### Where the registers sit, run 1

Bar = 50 um. Other sequential cells in the stronger grey, the rest of the logic in the fainter grey.
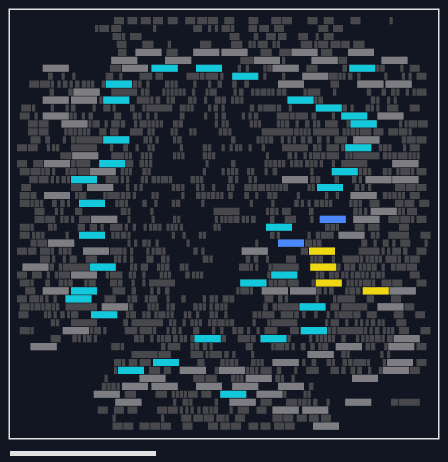
### Clock nets, run 1

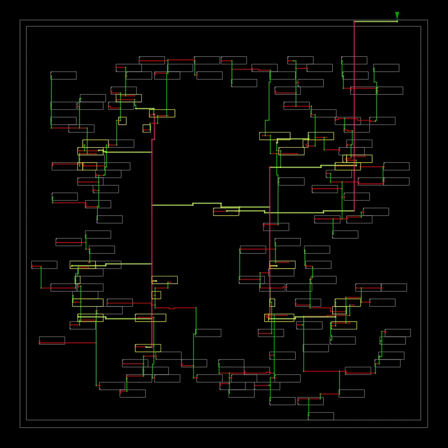
### Wiring by layer, run 1

Bar = 50 um.
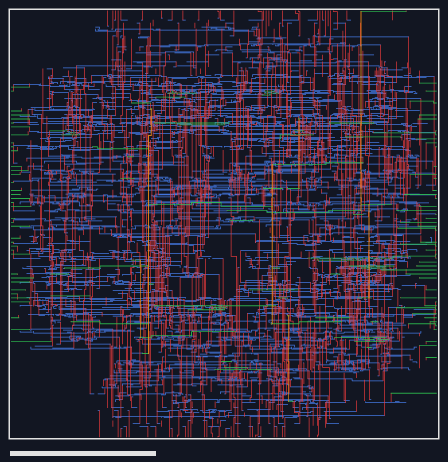
### Nets reached from selected ports, run 1

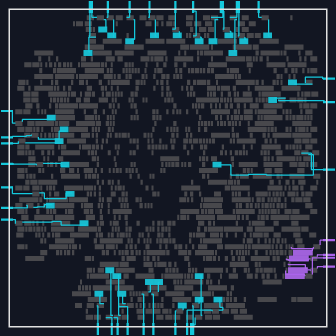
==> config.mk <==
export PLATFORM = sky130hd
export DESIGN_NAME = dds_avalon_cfg_master
export DESIGN_NICKNAME = d
export VERILOG_FILES = /design/src/rtl/dds_avalon_cfg_master.sv
export SDC_FILE = /design/constraint.sdc
export NUM_CORES = 1
export LEC_CHECK = 0
export ABC_AREA = 1
export CORE_MARGIN = 2
export CORE_UTILIZATION = 39
export DETAILED_ROUTE_END_ITERATION = 16
export GPL_ROUTABILITY_DRIVEN = 1
export PLACE_DENSITY_LB_ADDON = 0.25
export SLEW_MARGIN = 30
export SYNTH_ARGS = -nofsm -noshare
export SYNTH_HDL_FRONTEND = slang
export SYNTH_SLANG_ARGS = --single-unit
==> constraint.sdc <==
create_clock -name clk -period 3.6 [get_ports clk]
set_input_delay 0.72 -clock clk [delete_from_list [all_inputs] [get_ports clk]]
set_output_delay 0.72 -clock clk [all_outputs]
set_load 0.02 [all_outputs]
==> qor.yml, run 1 <==
drt:
  vias_per_cell: 4.913
  met1_length_um: 11070
die:
  die_x_um: 146.4
  die_area_mm2: 0.02144
  die_h_um: 146.4
layout:
  drive_gt1_share_pct: 7.565
  insertedDiodeCount: 0
  nNetsFinal: 1393
  buffers: 152
power:
  pwr-share-comb_pct: 62.0
  intPower_mw: 5.452
synthesis:
  syn-cell-area_mm2: 0.007910
  enable_flop_cells: 0
  synthTopLogicFamily: "simple AND/OR/NAND/NOR gates"
  synth_dominant_cell_count: "nand2_1"
  synth-main-ff-cell: "dfrtp_1"
sta:
  layout_setup_ws_ns: 0.2690
  worst-slew-pin-transition_ns: 0.7579
  rsz0062_at_grt: "no"
clock_network:
  postCtsSetupBuffers: 0
  path_clk_slew_ns: 0.06
critical_path:
  crit_buf_inv: 3
  r2r_slack_ns: 1.03
  max_stage_delay_ns: 0.65
global_routing:
  busiest_layer: "met2"
  grt_max_degree: 115
job:
  max_cap_violations: 0
status:
  status: "finished, final reports clean"
Back to the opening pictures, 'Where the registers sit':
lat_q: marked blue, sequential cells 2. acc_q: marked cyan, sequential cells 32, where widely spread. state_q: marked yellow, sequential cells 4.
flop share of the area: 27.94%
Seq power: 2.33 mW
final core utilization: 50.95%

Back to the opening pictures, 'Clock nets':
skew final: 0.01028 ns
Seq cells: 114
total clock sinks: 114
clk pwr: 1.73 mW
total CTS buffers: 17

Back to the opening pictures, 'Wiring by layer':
metal 1: marked blue, wire length 11,100 um. metal 3: marked green, wire length 1,180 um. metal 4: marked orange, wire length 319 um. metal 2: marked red, wire length 10,400 um.
total vias in the final route: 7,561
drt total wl: 22,940 um
gr usage total: 22.26%
WL/cell: 14.91 um

Back to the opening pictures, 'Nets reached from selected ports':
o_err_index: marked purple, bits 4, direction output, edge right, end cells 4, buffers 4, wire 75.3 um. i_step: marked cyan, bits 32, direction input, edge 12 top, 10 bottom, 7 left, 3 right, end cells 32, buffers 32, wire 696 um.
Port Buffers: 145
Boundary Pins: 147

-- run 1: logic make-up (layout without fill, tap and decap cells) --
family | count (synthesis) | in the layout
adder cells (fa/ha/maj) | 34 | 34
AND-OR/OR-AND | 178 | 178
buffers and inverters | 200 | 354
multiplexers | 35 | 35
flip-flops | 114 | 114
AND/OR/NAND/NOR | 527 | 527
other | 1 | 1
XOR/XNOR | 26 | 26
-- run 1: power by group through the flow --
stage | registers, mW | clock network, mW | logic, mW
floorplan | 2.22 | 0 | 4.84
global placement | 2.33 | 0 | 6.51
detailed placement | 2.36 | 0 | 6.59
CTS | 2.34 | 1.75 | 6.64
global route | 2.42 | 1.82 | 7.56
finish | 2.33 | 1.73 | 6.63
==> run 2: changes to the inputs <==
- SKIP_LAST_GASP: default -> 1
### Where the registers sit, run 2

Bar = 50 um. Other sequential cells in the stronger grey, the rest of the logic in the fainter grey.
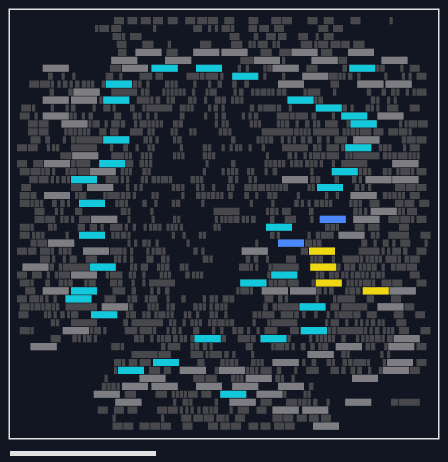
lat_q: marked blue, sequential cells 2. acc_q: marked cyan, sequential cells 32, where widely spread. state_q: marked yellow, sequential cells 4.
register area: 0.002853 mm2

==> qor.yml, run 2 <==
status:
  status: "finished, final reports clean"
layout:
  drive_gt1_share_pct: 7.565  # unchanged
  syn_to_final_growth_pct: 29.07
  insertedDiodeCount: 0  # unchanged
  fin_util_pct: 50.95  # unchanged
  nNetsFinal: 1393  # unchanged
synthesis:
  ys_types: 44
  enable_flop_cells: 0  # unchanged
  synth_dominant_cell_count: "nand2_1"
  syn-cell-area_mm2: 0.007910  # unchanged
  synth-main-ff-cell: "dfrtp_1"
  avgSynthCellArea_um2: 7.094
power:
  pwr-share-comb_pct: 62.0  # about the same
  intPower_mw: 5.452  # unchanged
  top_power_group: "combinational cells"
  pg_seq_mw: 2.33  # about the same
  pg_clk_mw: 1.73  # about the same
place:
  place_hpwl_um: 17060
  dpl.cell_count: 1508
  port_buffers: 145  # unchanged
die:
  die_x_um: 146.4  # unchanged
  die_area_mm2: 0.02144  # unchanged
  ios: 147  # unchanged
  die_h_um: 146.4  # unchanged
job:
  max_cap_violations: 0  # unchanged
clock_network:
  path_clk_slew_ns: 0.06  # about the same
  postCtsSetupBuffers: 0  # unchanged
  cts_buffers: 17  # unchanged
  clock_sinks: 114  # unchanged
drt:
  vias_per_cell: 4.913  # unchanged
  met1_length_um: 11070  # unchanged
  wirelength_um: 22940  # unchanged
  vias: 7561  # unchanged
  detail_route.wl_per_cell_um: 14.91  # unchanged
sta:
  rsz0062_at_grt: "no"
  worst-slew-pin-transition_ns: 0.7579  # unchanged
  skew_ns: 0.01028  # unchanged
  layout_setup_ws_ns: 0.2690  # unchanged
  max_freq_ghz: 0.3002
critical_path:
  crit_buf_inv: 3  # unchanged
  r2r_slack_ns: 1.03  # about the same
  max_stage_delay_ns: 0.65  # about the same
global_routing:
  grt_max_degree: 115  # unchanged
  grt_pass1_vias: 7367
  track_usage_pct: 22.26  # unchanged
-- run 2: kinds of logic (layout without fill, tap and decap cells) --
group                    after synthesis  after routing  synth area share, %
AND-OR/OR-AND                        178            178                12.42
XOR/XNOR                              26             26                2.879
adder cells (fa/ha/maj)               34             34                5.473
buffers and inverters                200            354                10.19
flip-flops                           114            114                36.06
multiplexers                          35             35                4.982
other                                  1              1              0.04741
AND/OR/NAND/NOR                      527            527                27.95
-- run 2: cell type report --
type	count	area [um2]
timing repair buffer	152	1526
multi-input combinational	801	4257
tap	270	337.8
clock buffer	21	460.4
clock inverter	10	133.9
fill	2019	9829
sequential	114	2853
inverter	171	641.9
-- run 2: layer usage --
metal,vias to the layer above,track usage [%]
li1,3859,-
met1,3483,31.22
met2,198,35.42
met3,21,4.250
met4,0,5.971
met5,-,0
No activity file was given, so power comes from the tool's default toggle rates.
